## src/rtl/reg_file_pkg.sv

```systemverilog
// Shared definitions for the 16-bit register file and its initiator.
//   DATA_W, ADDR_W, NUM_REGS : geometry shared with `top` and the scoreboard
//   op_e                     : command opcode encoding on the command channel
//   state_t / St*            : initiator FSM state encoding
package reg_file_pkg;

    localparam int unsigned DATA_W   = 16;
    localparam int unsigned ADDR_W   = 4;
    localparam int unsigned NUM_REGS = 14;

    typedef enum logic [1:0] {
        OP_READ  = 2'b00,
        OP_WRITE = 2'b01,
        OP_FILL  = 2'b10,
        OP_RSVD  = 2'b11
    } op_e;

    typedef logic [2:0] state_t;

    localparam state_t StIdle    = 3'd0;
    localparam state_t StWr      = 3'd1;
    localparam state_t StRdIssue = 3'd2;
    localparam state_t StRdWait  = 3'd3;
    localparam state_t StFill    = 3'd4;
    localparam state_t StResp    = 3'd5;

endpackage

```

## src/rtl/reg_file_master.sv

```systemverilog
// Initiator for the register file: takes one READ/WRITE/FILL command at a time on a
// valid/ready channel, strobes the register file, and returns one response per command.
//   clk, rst                      : clock, asynchronous active-high reset
//   cmd_valid/cmd_ready           : command handshake; cmd_op/cmd_addr/cmd_data payload
//   rsp_valid/rsp_ready           : response handshake; rsp_data/rsp_err payload
//   busy                          : high whenever the FSM is not idle
//   reg_write_en/reg_read_en      : register-file strobes (never both high)
//   reg_addr/reg_data_in          : register-file address and write data
//   reg_data_out                  : register-file read data, valid RD_LAT cycles after read
module reg_file_master
    import reg_file_pkg::*;
#(
    parameter int unsigned RD_LAT = 1
) (
    input  logic              clk,
    input  logic              rst,
    input  logic              cmd_valid,
    output logic              cmd_ready,
    input  logic [1:0]        cmd_op,
    input  logic [ADDR_W-1:0] cmd_addr,
    input  logic [DATA_W-1:0] cmd_data,
    output logic              rsp_valid,
    input  logic              rsp_ready,
    output logic [DATA_W-1:0] rsp_data,
    output logic              rsp_err,
    output logic              busy,
    output logic              reg_write_en,
    output logic              reg_read_en,
    output logic [ADDR_W-1:0] reg_addr,
    output logic [DATA_W-1:0] reg_data_in,
    input  logic [DATA_W-1:0] reg_data_out
);

    localparam int unsigned       CntW       = (RD_LAT > 1) ? $clog2(RD_LAT) : 1;
    localparam logic [CntW-1:0]   LastCnt    = CntW'(RD_LAT - 1);
    localparam logic [ADDR_W-1:0] LastIdx    = ADDR_W'(NUM_REGS - 1);
    localparam logic [ADDR_W:0]   NumRegsExt = (ADDR_W + 1)'(NUM_REGS);

    state_t              state_q, state_d;
    logic                init_q;
    logic [ADDR_W-1:0]   addr_q, addr_d;
    logic [ADDR_W-1:0]   idx_q, idx_d;
    logic [DATA_W-1:0]   data_q, data_d;
    logic [DATA_W-1:0]   rsp_data_q, rsp_data_d;
    logic                rsp_err_q, rsp_err_d;
    logic [CntW-1:0]     cnt_q, cnt_d;
    logic                accept;
    logic                bad_addr;

    // init_q keeps cmd_ready low until the first clock after reset release.
    assign cmd_ready = (state_q == StIdle) && init_q;
    assign accept    = cmd_valid && cmd_ready;
    assign bad_addr  = {1'b0, cmd_addr} >= NumRegsExt;

    always_comb begin
        state_d    = state_q;
        addr_d     = addr_q;
        idx_d      = idx_q;
        data_d     = data_q;
        rsp_data_d = rsp_data_q;
        rsp_err_d  = rsp_err_q;
        cnt_d      = cnt_q;
        case (state_q)
            StIdle: begin
                if (accept) begin
                    addr_d     = cmd_addr;
                    data_d     = cmd_data;
                    rsp_data_d = cmd_data;
                    rsp_err_d  = 1'b0;
                    case (op_e'(cmd_op))
                        OP_READ:  state_d = bad_addr ? StResp : StRdIssue;
                        OP_WRITE: state_d = bad_addr ? StResp : StWr;
                        OP_FILL: begin
                            idx_d   = '0;
                            state_d = StFill;
                        end
                        default:  state_d = StResp;
                    endcase
                    // Rejected commands answer straight away with zero data.
                    if ((op_e'(cmd_op) == OP_RSVD) ||
                        ((op_e'(cmd_op) != OP_FILL) && bad_addr)) begin
                        rsp_err_d  = 1'b1;
                        rsp_data_d = '0;
                    end
                end
            end
            StWr:      state_d = StResp;
            StRdIssue: begin
                cnt_d   = '0;
                state_d = StRdWait;
            end
            StRdWait: begin
                if (cnt_q == LastCnt) begin
                    rsp_data_d = reg_data_out;
                    state_d    = StResp;
                end else begin
                    cnt_d = cnt_q + CntW'(1);
                end
            end
            StFill: begin
                if (idx_q == LastIdx) begin
                    state_d = StResp;
                end else begin
                    idx_d = idx_q + ADDR_W'(1);
                end
            end
            StResp: begin
                if (rsp_ready) begin
                    state_d = StIdle;
                end
            end
            default:   state_d = StIdle;
        endcase
    end

    always_ff @(posedge clk or posedge rst) begin
        if (rst) begin
            state_q    <= StIdle;
            init_q     <= 1'b0;
            addr_q     <= '0;
            idx_q      <= '0;
            data_q     <= '0;
            rsp_data_q <= '0;
            rsp_err_q  <= 1'b0;
            cnt_q      <= '0;
        end else begin
            state_q    <= state_d;
            init_q     <= 1'b1;
            addr_q     <= addr_d;
            idx_q      <= idx_d;
            data_q     <= data_d;
            rsp_data_q <= rsp_data_d;
            rsp_err_q  <= rsp_err_d;
            cnt_q      <= cnt_d;
        end
    end

    // Outputs decode from state alone so a reset drops them without waiting for a clock.
    always_comb begin
        reg_write_en = 1'b0;
        reg_read_en  = 1'b0;
        reg_addr     = '0;
        reg_data_in  = '0;
        case (state_q)
            StWr: begin
                reg_write_en = 1'b1;
                reg_addr     = addr_q;
                reg_data_in  = data_q;
            end
            StRdIssue: begin
                reg_read_en = 1'b1;
                reg_addr    = addr_q;
            end
            StRdWait:  reg_addr = addr_q;
            StFill: begin
                reg_write_en = 1'b1;
                reg_addr     = idx_q;
                reg_data_in  = data_q;
            end
            default: ;
        endcase
    end

    assign rsp_valid = (state_q == StResp);
    assign rsp_data  = rsp_valid ? rsp_data_q : '0;
    assign rsp_err   = rsp_valid && rsp_err_q;
    assign busy      = (state_q != StIdle);

endmodule

```

## config.mk

```make
export PLATFORM = sky130hd
export DESIGN_NAME = reg_file_master
export DESIGN_NICKNAME = d
export VERILOG_FILES = /design/src/rtl/reg_file_pkg.sv /design/src/rtl/reg_file_master.sv
export SDC_FILE = /design/constraint.sdc
export NUM_CORES = 1
export LEC_CHECK = 0
export CORE_AREA = 2 2 57 112
export DETAILED_ROUTE_END_ITERATION = 12
export DIE_AREA = 0 0 59 114
export GPL_TIMING_DRIVEN = 0
export PLACE_DENSITY_LB_ADDON = 0.2
export RECOVER_POWER = 25
export SLEW_MARGIN = 15
export SYNTH_ARGS = -nofsm -noshare
export SYNTH_HDL_FRONTEND = slang
export SYNTH_SLANG_ARGS = --single-unit
```

## constraint.sdc

```tcl
create_clock -name clk -period 1.5 [get_ports clk]
set_input_delay 0.15 -clock clk [delete_from_list [all_inputs] [get_ports clk]]
set_output_delay 0.15 -clock clk [all_outputs]
set_load 0.01 [all_outputs]
```

The clock network:
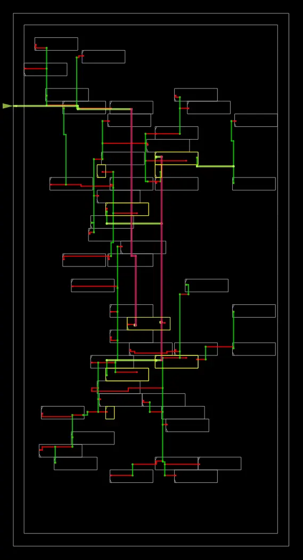
Clock Latency Late Sink: 290 ps
CTS sink cnt: 45
CLK BUF: 6
flip-flops: 45

Metal layers overlaid:
(3 px per um) Two of the layers only.
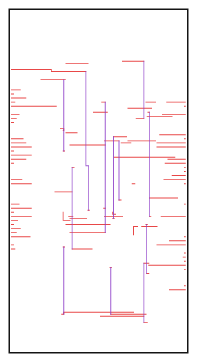
legend:
  met3:
    color: red
    wire_length: 479 um
  met4:
    color: purple
    wire_length: 316 um

Ports around the boundary:
(4 px per um) Pins as bars across the die edge, other pins in gray.
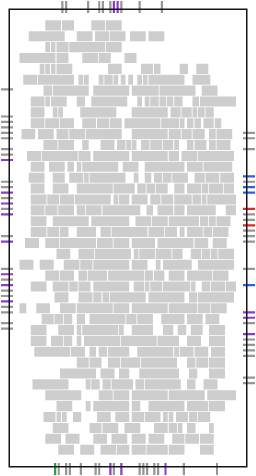
legend:
  cmd_op:
    color: red
    pins: 2
    direction: input
    edge: right
  rsp_data:
    color: purple
    pins: 16
    direction: output
    edge: 8 left, 3 right, 3 bottom, 2 top
  reg_write_en:
    color: green
    pins: 1
    direction: output
    edge: bottom
  cmd_addr:
    color: blue
    pins: 4
    direction: input
    edge: right
all pins by edge: 29 left, 26 right, 18 bottom, 11 top

==> results_slide.txt <==
Flow Results at a Glance

Final layout
  • Layout cells sized above 1: 52.1%

Yosys
  • Top cells by area: dfrtp_1, nand2_1, and2_1
  • Cell accounting for the most synthesized area: dfrtp_1

Timing
  • Tmin final: 1800 ps
  • Worst Skew: 5.11 ps
  • Final setup viols: 82
  • F_max: 555 MHz
  • Setup TNS: -16000 ps
  • Final worst slack: -300 ps

Clock network
  • # H-tree levels: 2
  • CTS tree: done
  • CTS clock-pin slew for the worst setup and hold paths: 60 ps
  • Inserted Clock Buffers: 5
  • Max clock buf depth: 2

Drt
  • Initial drt markers: 120

Setup path
  • CP Class: reg -> reg

Outcome
  • Status: finished, violations left
  • Failing checks: negative setup slack

Global route
  • Largest net degree at the start of global routing: 33

Worst hold path
  • Worst min path class: in -> async
[routing by layer]
metal  GRT usage, %  vias up  wire, um  share of wire, %
met5              0        -         0                 0
met4           10.6        0       316               3.6
met3           3.97       29       478               5.4
met2           41.2      124      4660                53
met1           30.2     1210      3330                38
li1               -     1105         -                 -
[power by group through the flow]
stage / clock [uW] / sequential [uW] / combinational, uW
final: 1080 / 2160 / 5410
after global routing: 1130 / 2210 / 5730
after floorplan: 0 / 1970 / 1760
after CTS: 1080 / 2100 / 4320
after detailed placement: 0 / 2070 / 3170
after global placement: 0 / 2050 / 3100
[flip-flops by register name, indices dropped and copies added (netlist names)]
name and count:
rsp_data_q 16, addr_q 4, idx_q 4, data_q 16, state_q 3, rsp_err_q 1, init_q 1
[synth_stat cells]
master	n
a2111oi_1	1
buf_4	1
nor3_1	1
nand2b_1	1
conb_1	1
and3_1	18
a221o_1	16
o31ai_1	1
buf_2	2
nor4_1	1
o21bai_1	2
and2_1	35
nor3_4	1
nor2b_1	2
clkbuf_1	10
a22o_1	4
o21ai_0	5
a211oi_4	1
a22oi_1	1
nand3b_1	1
a221oi_1	1
dfrtp_1	45
nand3_4	1
xnor2_1	1
nor3b_2	2
a31oi_1	1
a21oi_1	3
inv_1	4
nand3_1	5
ha_1	2
nor2_1	7
nand2_1	67
[repair_timing]
item | in CTS | in global routing
gates resized | 251 | 108
gates cloned | 5 | 3
pin swaps | 42 | 67
buffers inserted | 28 | 14
setup endpoints to repair | 84 | 84
[cell families (layout without fill, tap and decap cells)]
kind of cell	Yosys count	in the layout	share of synthesized area [%]
simple gates	142	142	32.1
flops	45	45	49.5
compound gates	36	36	13.6
buf+inv	17	153	3.08
fa+ha+maj	2	2	1.10
other cells	1	1	0.165
xor+xnor	1	1	0.385
[layout make-up]
type                       instances  area, um^2  share of cell area [%]
timing repair buffer             129        1390                    32.0
tap                               63        78.8                    1.82
clock buffer                       6         129                    2.97
multi-input combinational        182        1420                    32.8
buffer                            12         159                    3.67
sequential                        45        1130                    26.0
inverter                           4        20.0                   0.462
clock inverter                     2        10.0                   0.231
[worst max-delay path: cells and delay by family (launching register included)]
kind                   cells  cell delay [ps]
AOI/OAI and AO/OA          2              530
DFF                        1              460
and+or+nand+nor            2              410
buffers and inverters      2              340
[final timing paths]
check	startpoint	to	depth (start not counted)
min in group clk	cmd_data[3]	data_q[3]	3
worst min-delay path	rst	rsp_data_q[12]	2
worst max-delay path	state_q[2]	rsp_data_q[14]	6
max in group asynchronous	rst	state_q[2]	3
worst min register to register	data_q[5]	data_q[5]	2
worst max register to register	state_q[2]	rsp_data_q[14]	6
[metrics by stage]
step                      hold slack [ps]  cell area [um^2]  power (uW)  instances  setup WS [ps]
after floorplan                       255              2330        3730        244          -57.9
after global placement                451              3240        5140        390           -821
after detailed placement              456              3260        5240        391           -838
after CTS                             157              3900        7490        431           -253
after global routing                  418              4330        9070        443           -353
final                                 367              4330        8640        443           -300
Power and IR drop assume default switching activity.
